<file path="config.mk">
export PLATFORM = sky130hd
export DESIGN_NAME = vga_sync_gen
export DESIGN_NICKNAME = d
export VERILOG_FILES = /design/src/rtl/vga_sync_gen.sv
export SDC_FILE = /design/constraint.sdc
export NUM_CORES = 1
export LEC_CHECK = 0
export CAP_MARGIN = 20
export CORE_ASPECT_RATIO = 2
export CORE_MARGIN = 1.5
export CORE_UTILIZATION = 52
export DETAILED_ROUTE_END_ITERATION = 10
export HOLD_SLACK_MARGIN = 0.08
export PLACE_DENSITY = 0.8
export SLEW_MARGIN = 0
export SYNTH_ARGS = -nofsm -noshare
export SYNTH_HDL_FRONTEND = slang
export SYNTH_SLANG_ARGS = --single-unit
</file>
<file path="constraint.sdc">
create_clock -name clk -period 2.4 [get_ports clk]
set_input_delay 0.48 -clock clk [delete_from_list [all_inputs] [get_ports clk]]
set_output_delay 0.48 -clock clk [all_outputs]
set_load 0.02 [all_outputs]
</file>
<file path="src/rtl/vga_sync_gen.sv">
`default_nettype none
// ============================================================================
// vga_sync_gen : parametrised VGA raster timing generator (position, sync,
//                blanking, line/frame strobes).          Rev 1.0
// ============================================================================
module vga_sync_gen #(
  parameter int H_ACTIVE   = 640,
  parameter int H_FRONT    = 16,
  parameter int H_SYNC     = 96,
  parameter int H_BACK     = 48,
  parameter int V_ACTIVE   = 480,
  parameter int V_FRONT    = 10,
  parameter int V_SYNC     = 2,
  parameter int V_BACK     = 33,
  parameter bit H_SYNC_POL = 1'b0,
  parameter bit V_SYNC_POL = 1'b0,
  parameter int CNT_W      = 10,
  parameter int FRAME_W    = 8
) (
  input  logic               clk,
  input  logic               rst_n,
  input  logic               pix_en,
  output logic [CNT_W-1:0]   hpos,
  output logic [CNT_W-1:0]   vpos,
  output logic               hsync,
  output logic               vsync,
  output logic               display_on,
  output logic               line_start,
  output logic               frame_start,
  output logic [FRAME_W-1:0] frame_cnt
);

  localparam int c_H_TOTAL = H_ACTIVE + H_FRONT + H_SYNC + H_BACK;
  localparam int c_V_TOTAL = V_ACTIVE + V_FRONT + V_SYNC + V_BACK;

  // Inclusive last-values so that no constant ever needs to hold 2^CNT_W.
  localparam logic [CNT_W-1:0] c_H_LAST     = CNT_W'(c_H_TOTAL - 1);
  localparam logic [CNT_W-1:0] c_V_LAST     = CNT_W'(c_V_TOTAL - 1);
  localparam logic [CNT_W-1:0] c_H_ACT_LAST = CNT_W'(H_ACTIVE - 1);
  localparam logic [CNT_W-1:0] c_V_ACT_LAST = CNT_W'(V_ACTIVE - 1);
  localparam logic [CNT_W-1:0] c_HS_FIRST   = CNT_W'(H_ACTIVE + H_FRONT);
  localparam logic [CNT_W-1:0] c_HS_LAST    = CNT_W'(H_ACTIVE + H_FRONT + H_SYNC - 1);
  localparam logic [CNT_W-1:0] c_VS_FIRST   = CNT_W'(V_ACTIVE + V_FRONT);
  localparam logic [CNT_W-1:0] c_VS_LAST    = CNT_W'(V_ACTIVE + V_FRONT + V_SYNC - 1);

  generate
    if ((c_H_TOTAL > (1 << CNT_W)) || (c_V_TOTAL > (1 << CNT_W))) begin : g_bad_cnt_w
      $error("vga_sync_gen: CNT_W too narrow for H_TOTAL/V_TOTAL");
    end
  endgenerate

  logic             w_h_last;
  logic             w_v_last;
  logic [CNT_W-1:0] w_h_next;
  logic [CNT_W-1:0] w_v_next;
  logic             w_hs_act;
  logic             w_vs_act;
  logic             w_de_next;

  // Sync/blank are derived from the next position so they land with it.
  always_comb begin
    w_h_last  = (hpos == c_H_LAST);
    w_v_last  = (vpos == c_V_LAST);
    w_h_next  = w_h_last ? '0 : hpos + CNT_W'(1);
    w_v_next  = vpos;
    if (w_h_last) begin
      w_v_next = w_v_last ? '0 : vpos + CNT_W'(1);
    end
    w_hs_act  = (w_h_next >= c_HS_FIRST) && (w_h_next <= c_HS_LAST);
    w_vs_act  = (w_v_next >= c_VS_FIRST) && (w_v_next <= c_VS_LAST);
    w_de_next = (w_h_next <= c_H_ACT_LAST) && (w_v_next <= c_V_ACT_LAST);
  end

  always_ff @(posedge clk) begin
    if (!rst_n) begin
      hpos        <= c_H_LAST;
      vpos        <= c_V_LAST;
      hsync       <= ~H_SYNC_POL;
      vsync       <= ~V_SYNC_POL;
      display_on  <= 1'b0;
      line_start  <= 1'b0;
      frame_start <= 1'b0;
      frame_cnt   <= '0;
    end else if (pix_en) begin
      hpos        <= w_h_next;
      vpos        <= w_v_next;
      hsync       <= w_hs_act ? H_SYNC_POL : ~H_SYNC_POL;
      vsync       <= w_vs_act ? V_SYNC_POL : ~V_SYNC_POL;
      display_on  <= w_de_next;
      line_start  <= w_h_last;
      frame_start <= w_h_last && w_v_last;
      if (w_h_last && w_v_last) begin
        frame_cnt <= frame_cnt + FRAME_W'(1);
      end
    end else begin
      line_start  <= 1'b0;
      frame_start <= 1'b0;
    end
  end

endmodule
`default_nettype wire

</file>
### Track usage over the die, run 1

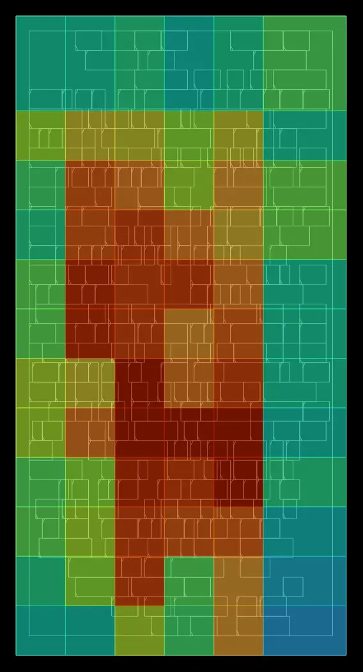
drt wl/cell: 15.1 µm
grt met3 use: 4.24%

### Wiring by layer, run 1

Bar = 10 µm. Only two layers are drawn.
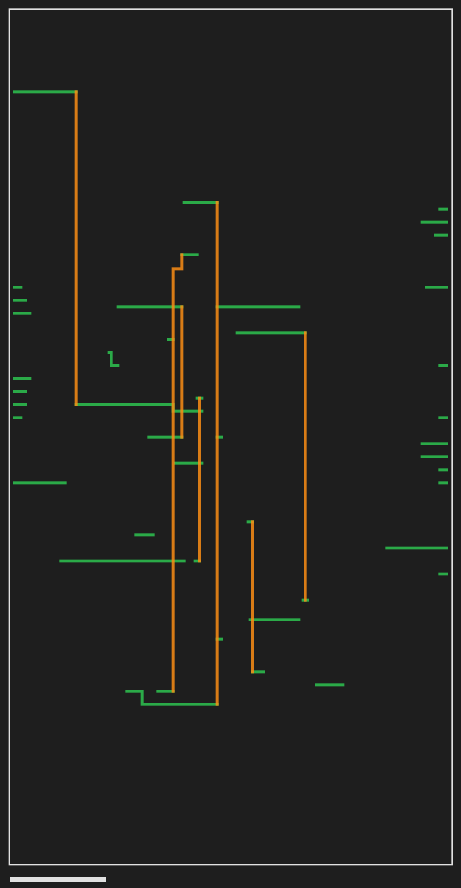
M4: drawn in orange, wire length 206 µm. M3: drawn in green, wire length 128 µm.

### Signal wires on met1, run 1

Bar = 10 µm. Cells faint in the background.
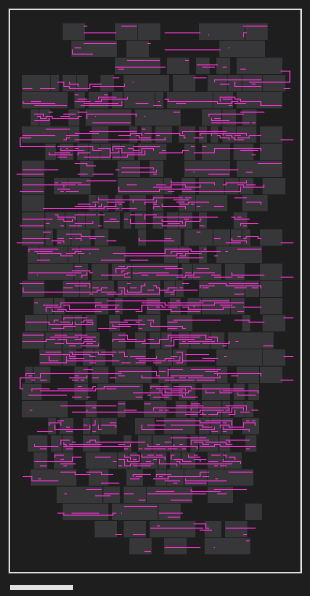
The layer holds 39% of the routed length. The longest straight run is 20.2 µm. The layer carries 1880 µm of wire. 249 nets have wire on it.

### Wiring heat map, run 1

The die is cut into 9 by 18 equal tiles; white is low, dark blue is high, scaled to the fullest tile. Values are wire area over tile area, all layers added.
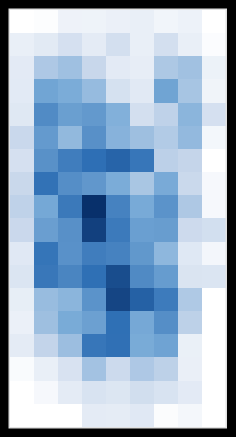
The mean over all tiles is 0.19. The densest ninth of the die: center. 30% of the tiles are over half the peak.
via count: 1883
Total Wirelength: 4850 µm

==> out/qor.csv, run 1 <==
stage,metric,value,unit
outcome,status,finished clean,
yosys,fp_nets,244,
power_and_ir_drop,leakage,0.000903,µW
yosys,largest_area_cell,dfxtp_1,
floorplanning,ios,36,
final_timing,fmax,461,MHz
cts,cts_setup_buffers,0,
setup_path,max_stage_delay,0.44,ns
floorplanning,rows,31,
floorplanning,core_region_area,0.00357,mm²
placement,placed_cell_area,0.00234,mm²
power_and_ir_drop,p_comb_share,30.9,%
cells_and_area,comb_cells,183,
drt,via_per_inst,5.87,
setup_path,critical-path-top-delay-family,simple AND/OR/NAND/NOR gates,
setup_path,crit_type,reg2reg,
cts,path_clk_slew,0.08,ns
floorplanning,fp-utilization,54.0,%
flow_run,drv_cap,0,
cells_and_area,comb_area,0.00118,mm²
final_timing,setup_violations,0,
yosys,async_reset_ff_share,0,%
placement,port_buffers,35,
setup_path,required,2.55,ns
drt,drt_pass1_iterations,4,
yosys,ys_seq_share,34.3,%
cells_and_area,nNonClkBuffers,44,
hold_path,hold_start,frame_cnt[5]$_SDFFE_PN0P_,
cells_and_area,fin_nets,279,
cts,postCtsHoldBufs,0,
cells_and_area,drive_above_1_share,11.8,%
placement,dp.final_hpwl,3600,µm
cells_and_area,layout_top_cells,"clkdlybuf4s50_1 (35), dfxtp_1 (33), nand2_1 (22), o21ai_0 (22), nand3_1 (14)",
power_and_ir_drop,comb_power,467,µW
floorplanning,die_y,89.1,µm
global_route,use_met1,27.5,%
setup_path,r2r_start,hpos[1]$_SDFFE_PN1P_,
yosys,top_area_share,34.3,%
cells_and_area,clock_area_share,3.56,%
setup_path,start_kind,flip-flop,
drt,wl_met1,1880,µm
power_and_ir_drop,p_clk_share,28.0,%
yosys,ys_ff,33,
setup_path,crit_path_max_fanout,13,
cells_and_area,comb_share,48.8,%
setup_path,crit_cells,7,
cts,cts_resized,0,
--- run 2 (diff from run 1) ---
--- a/config.mk
+++ b/config.mk
@@ -6,7 +6,7 @@
 export NUM_CORES = 1
 export LEC_CHECK = 0
 export CAP_MARGIN = 20
-export CORE_ASPECT_RATIO = 2
+export CORE_ASPECT_RATIO = 1.25
 export CORE_MARGIN = 1.5
 export CORE_UTILIZATION = 52
 export DETAILED_ROUTE_END_ITERATION = 10
==> run 2 against run 1 <==
  * Utilization is 1.4 points higher
  * Area after synthesis stayed put
  * Sequential share of layout area is 0.13 points lower
  * Flip-flop count stayed put
  * Critical path depth stayed put
==> out/qor.csv, run 2 <==
stage,metric,value,unit
outcome,status,finished clean,
yosys,fp_nets,244,
final_timing,fmax,459,MHz
yosys,async_reset_ff_share,0,%
setup_path,required,2.63,ns
setup_path,crit_cells,7,
floorplanning,rows,24,
cells_and_area,nNonClkBuffers,42,
cts,cts_resized,0,
cells_and_area,drive_above_1_share,10.7,%
cells_and_area,comb_share,48.9,%
power_and_ir_drop,leakage,0.000910,µW
setup_path,r2r_start,hpos[0]$_SDFFE_PN1P_,
floorplanning,ios,36,
final_timing,setup_violations,0,
hold_path,hold_start,hsync$_SDFFE_PN1P_,
setup_path,crit_type,reg2reg,
floorplanning,fp-utilization,54.9,%
drt,wl_met1,1970,µm
floorplanning,core_region_area,0.00351,mm²
global_route,use_met1,30.0,%
drt,routed_wl,4470,µm
cells_and_area,layout_top_cells,"clkdlybuf4s50_1 (35), dfxtp_1 (33), nand2_1 (22), o21ai_0 (22), nand3_1 (14)",
yosys,largest_area_cell,dfxtp_1,
floorplanning,die_y,71.1,µm
cells_and_area,comb_area,0.00119,mm²
power_and_ir_drop,p_clk_share,33.7,%
cts,cts_setup_buffers,0,
yosys,ys_ff,33,
setup_path,critical-path-top-delay-family,simple AND/OR/NAND/NOR gates,
setup_path,max_stage_delay,0.43,ns
global_route,use_met3,4.02,%
cts,path_clk_slew,0.07,ns
drt,vias,1835,
setup_path,start_kind,flip-flop,
yosys,top_area_share,34.3,%
cells_and_area,fin_nets,277,
power_and_ir_drop,comb_power,443,µW
yosys,ys_seq_share,34.3,%
cts,postCtsHoldBufs,0,
placement,placed_cell_area,0.00231,mm²
### Wiring by layer, run 2

Bar = 20 µm. Only two layers are drawn.
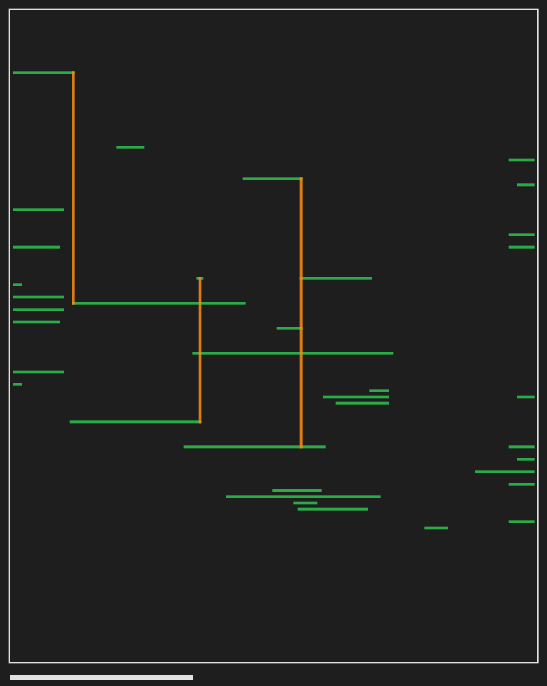
M3: drawn in green, wire length 202 µm. M4: drawn in orange, wire length 70.0 µm.

### Close-up of the layout, run 2

Bar = 5 µm. Window x 33 to 53, y 43 to 63 µm. Cells in gray, sequential cells in the stronger gray; small squares are vias.
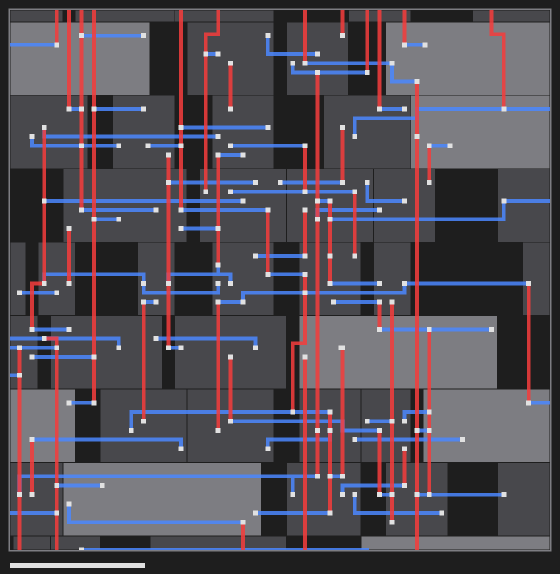
M2: drawn in red. M1: drawn in blue.
Netlist names of flops here include frame_cnt (6). Sequential cells in the window: 6. 33 logic cells have their middle in the window. Most frequent: dfxtp_1 (6), xnor2_1 (4), and2_1 (4).

### Track usage over the die, run 2

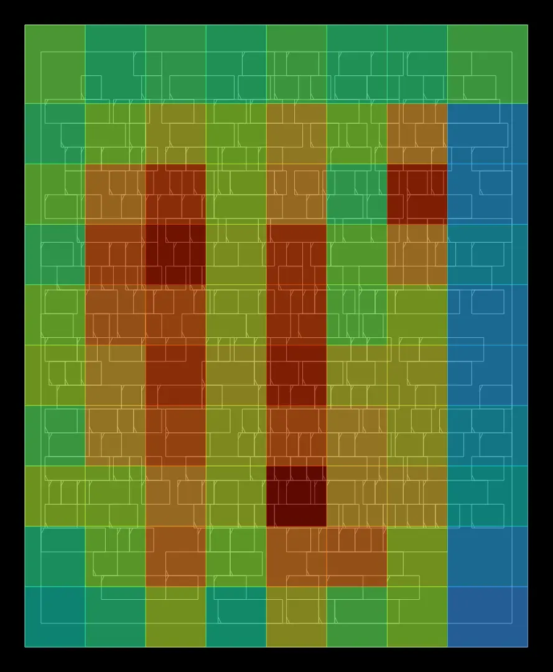
GR peak layer: met2
met2 Usage GRT: 41.4%
Util after Layout: 69.3%
drt wl/cell: 14.5 µm

### Wiring heat map, run 2

The die is cut into 11 by 14 equal tiles; white is low, dark blue is high, scaled to the fullest tile. Values are wire area over tile area, all layers added.
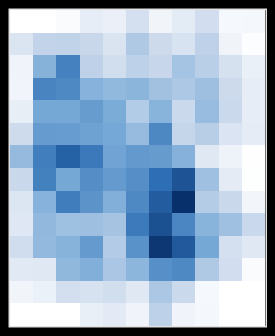

--- run 3 (diff from run 2) ---
--- a/config.mk
+++ b/config.mk
@@ -8,10 +8,11 @@
 export CAP_MARGIN = 20
 export CORE_ASPECT_RATIO = 1.25
 export CORE_MARGIN = 1.5
-export CORE_UTILIZATION = 52
+export CORE_UTILIZATION = 54
+export CTS_BUF_LIST = sky130_fd_sc_hd__clkbuf_8
 export DETAILED_ROUTE_END_ITERATION = 10
 export HOLD_SLACK_MARGIN = 0.08
-export PLACE_DENSITY = 0.8
+export PLACE_DENSITY = 0.82
 export SLEW_MARGIN = 0
 export SYNTH_ARGS = -nofsm -noshare
 export SYNTH_HDL_FRONTEND = slang
==> constraint.sdc (replaced) <==
create_clock -name clk -period 2.3 [get_ports clk]
set_input_delay 0.46 -clock clk [delete_from_list [all_inputs] [get_ports clk]]
set_output_delay 0.46 -clock clk [all_outputs]
set_load 0.02 [all_outputs]
### Wiring heat map, run 3

The die is cut into 11 by 14 equal tiles; white is low, dark blue is high, scaled to the fullest tile. Values are wire area over tile area, all layers added.
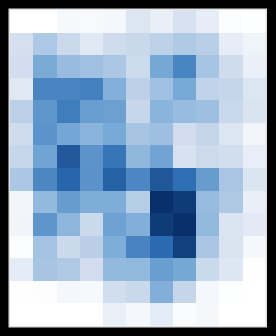
The fullest tile reaches 0.58. The emptiest ninth of the die: south-west. The mean over all tiles is 0.19. 10% of the tiles are nearly empty. The densest ninth of the die: center.

### Signal wires on met1, run 3

Bar = 20 µm. Cells faint in the background.
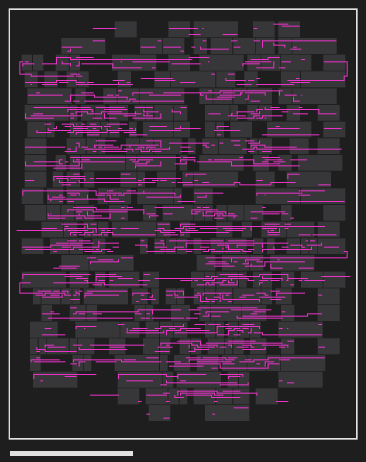
The longest straight run is 23.0 µm. The layer holds 43% of the routed length.

### Wiring by layer, run 3

Bar = 20 µm. Only two layers are drawn.
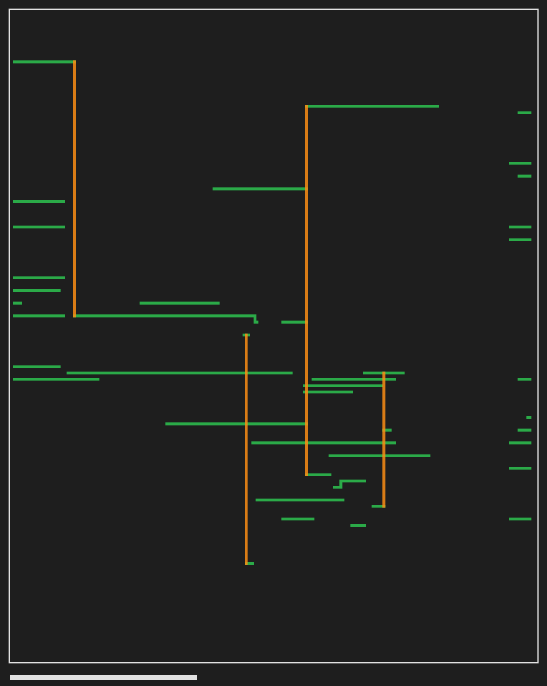
M4: drawn in orange, wire length 105 µm. M3: drawn in green, wire length 233 µm.
Total Wirelength: 4650 µm
drt wl/cell: 15.1 µm
via count: 1902

==> run 3 against run 2 <==
  * Clock skew down 0.0011 ns
  * Largest cell class unchanged
  * Total power down 4.4%
  * Fmax up 0.15%
  * Register-to-register slack worse by 0.097 ns
  * Critical path type unchanged
  * Highest routed layer unchanged
  * Clock-buffer cell count down 2
==> out/qor.csv, run 3 <==
stage,metric,value,unit
cts,cts_setup_buffers,0,
cells_and_area,utilization,69.3,%
yosys,ys_seq_share,34.3,%
hold_path,hold_start,hsync$_SDFFE_PN1P_,
flow_run,drv_cap,0,
setup_path,required,2.52,ns
placement,dp.final_hpwl,3280,µm
floorplanning,rows,24,
cells_and_area,drive_above_1_share,10.4,%
floorplanning,ios,36,
power_and_ir_drop,comb_power,470,µW
global_route,grtUsageMet2,41.5,%
final_timing,setup_violations,0,
power_and_ir_drop,leakage,0.000895,µW
cts,postCtsHoldBufs,0,
yosys,fp_nets,244,
final_timing,fmax,460,MHz
outcome,status,finished clean,
drt,drt_pass1_iterations,4,
cells_and_area,comb_share,49.8,%
global_route,grt-busiest-layer,met2,
placement,placed_cell_area,0.00230,mm²
cells_and_area,layout_top_cells,"clkdlybuf4s50_1 (35), dfxtp_1 (33), nand2_1 (22), o21ai_0 (22), nand3_1 (14)",
drt,wl_met1,2010,µm
cells_and_area,comb_cells,183,
cells_and_area,fin_nets,276,
drt,via_per_inst,6.18,
power_and_ir_drop,p_comb_share,30.4,%
setup_path,crit_cells,7,
cts,path_clk_slew,0.07,ns
floorplanning,die_y,69.8,µm
floorplanning,fp-utilization,55.8,%
cells_and_area,comb_area,0.00119,mm²
placement,port_buffers,35,
setup_path,max_stage_delay,0.44,ns
yosys,top_area_share,34.3,%
power_and_ir_drop,p_clk_share,27.1,%
No activity file was given, so power comes from the tool's default toggle rates.
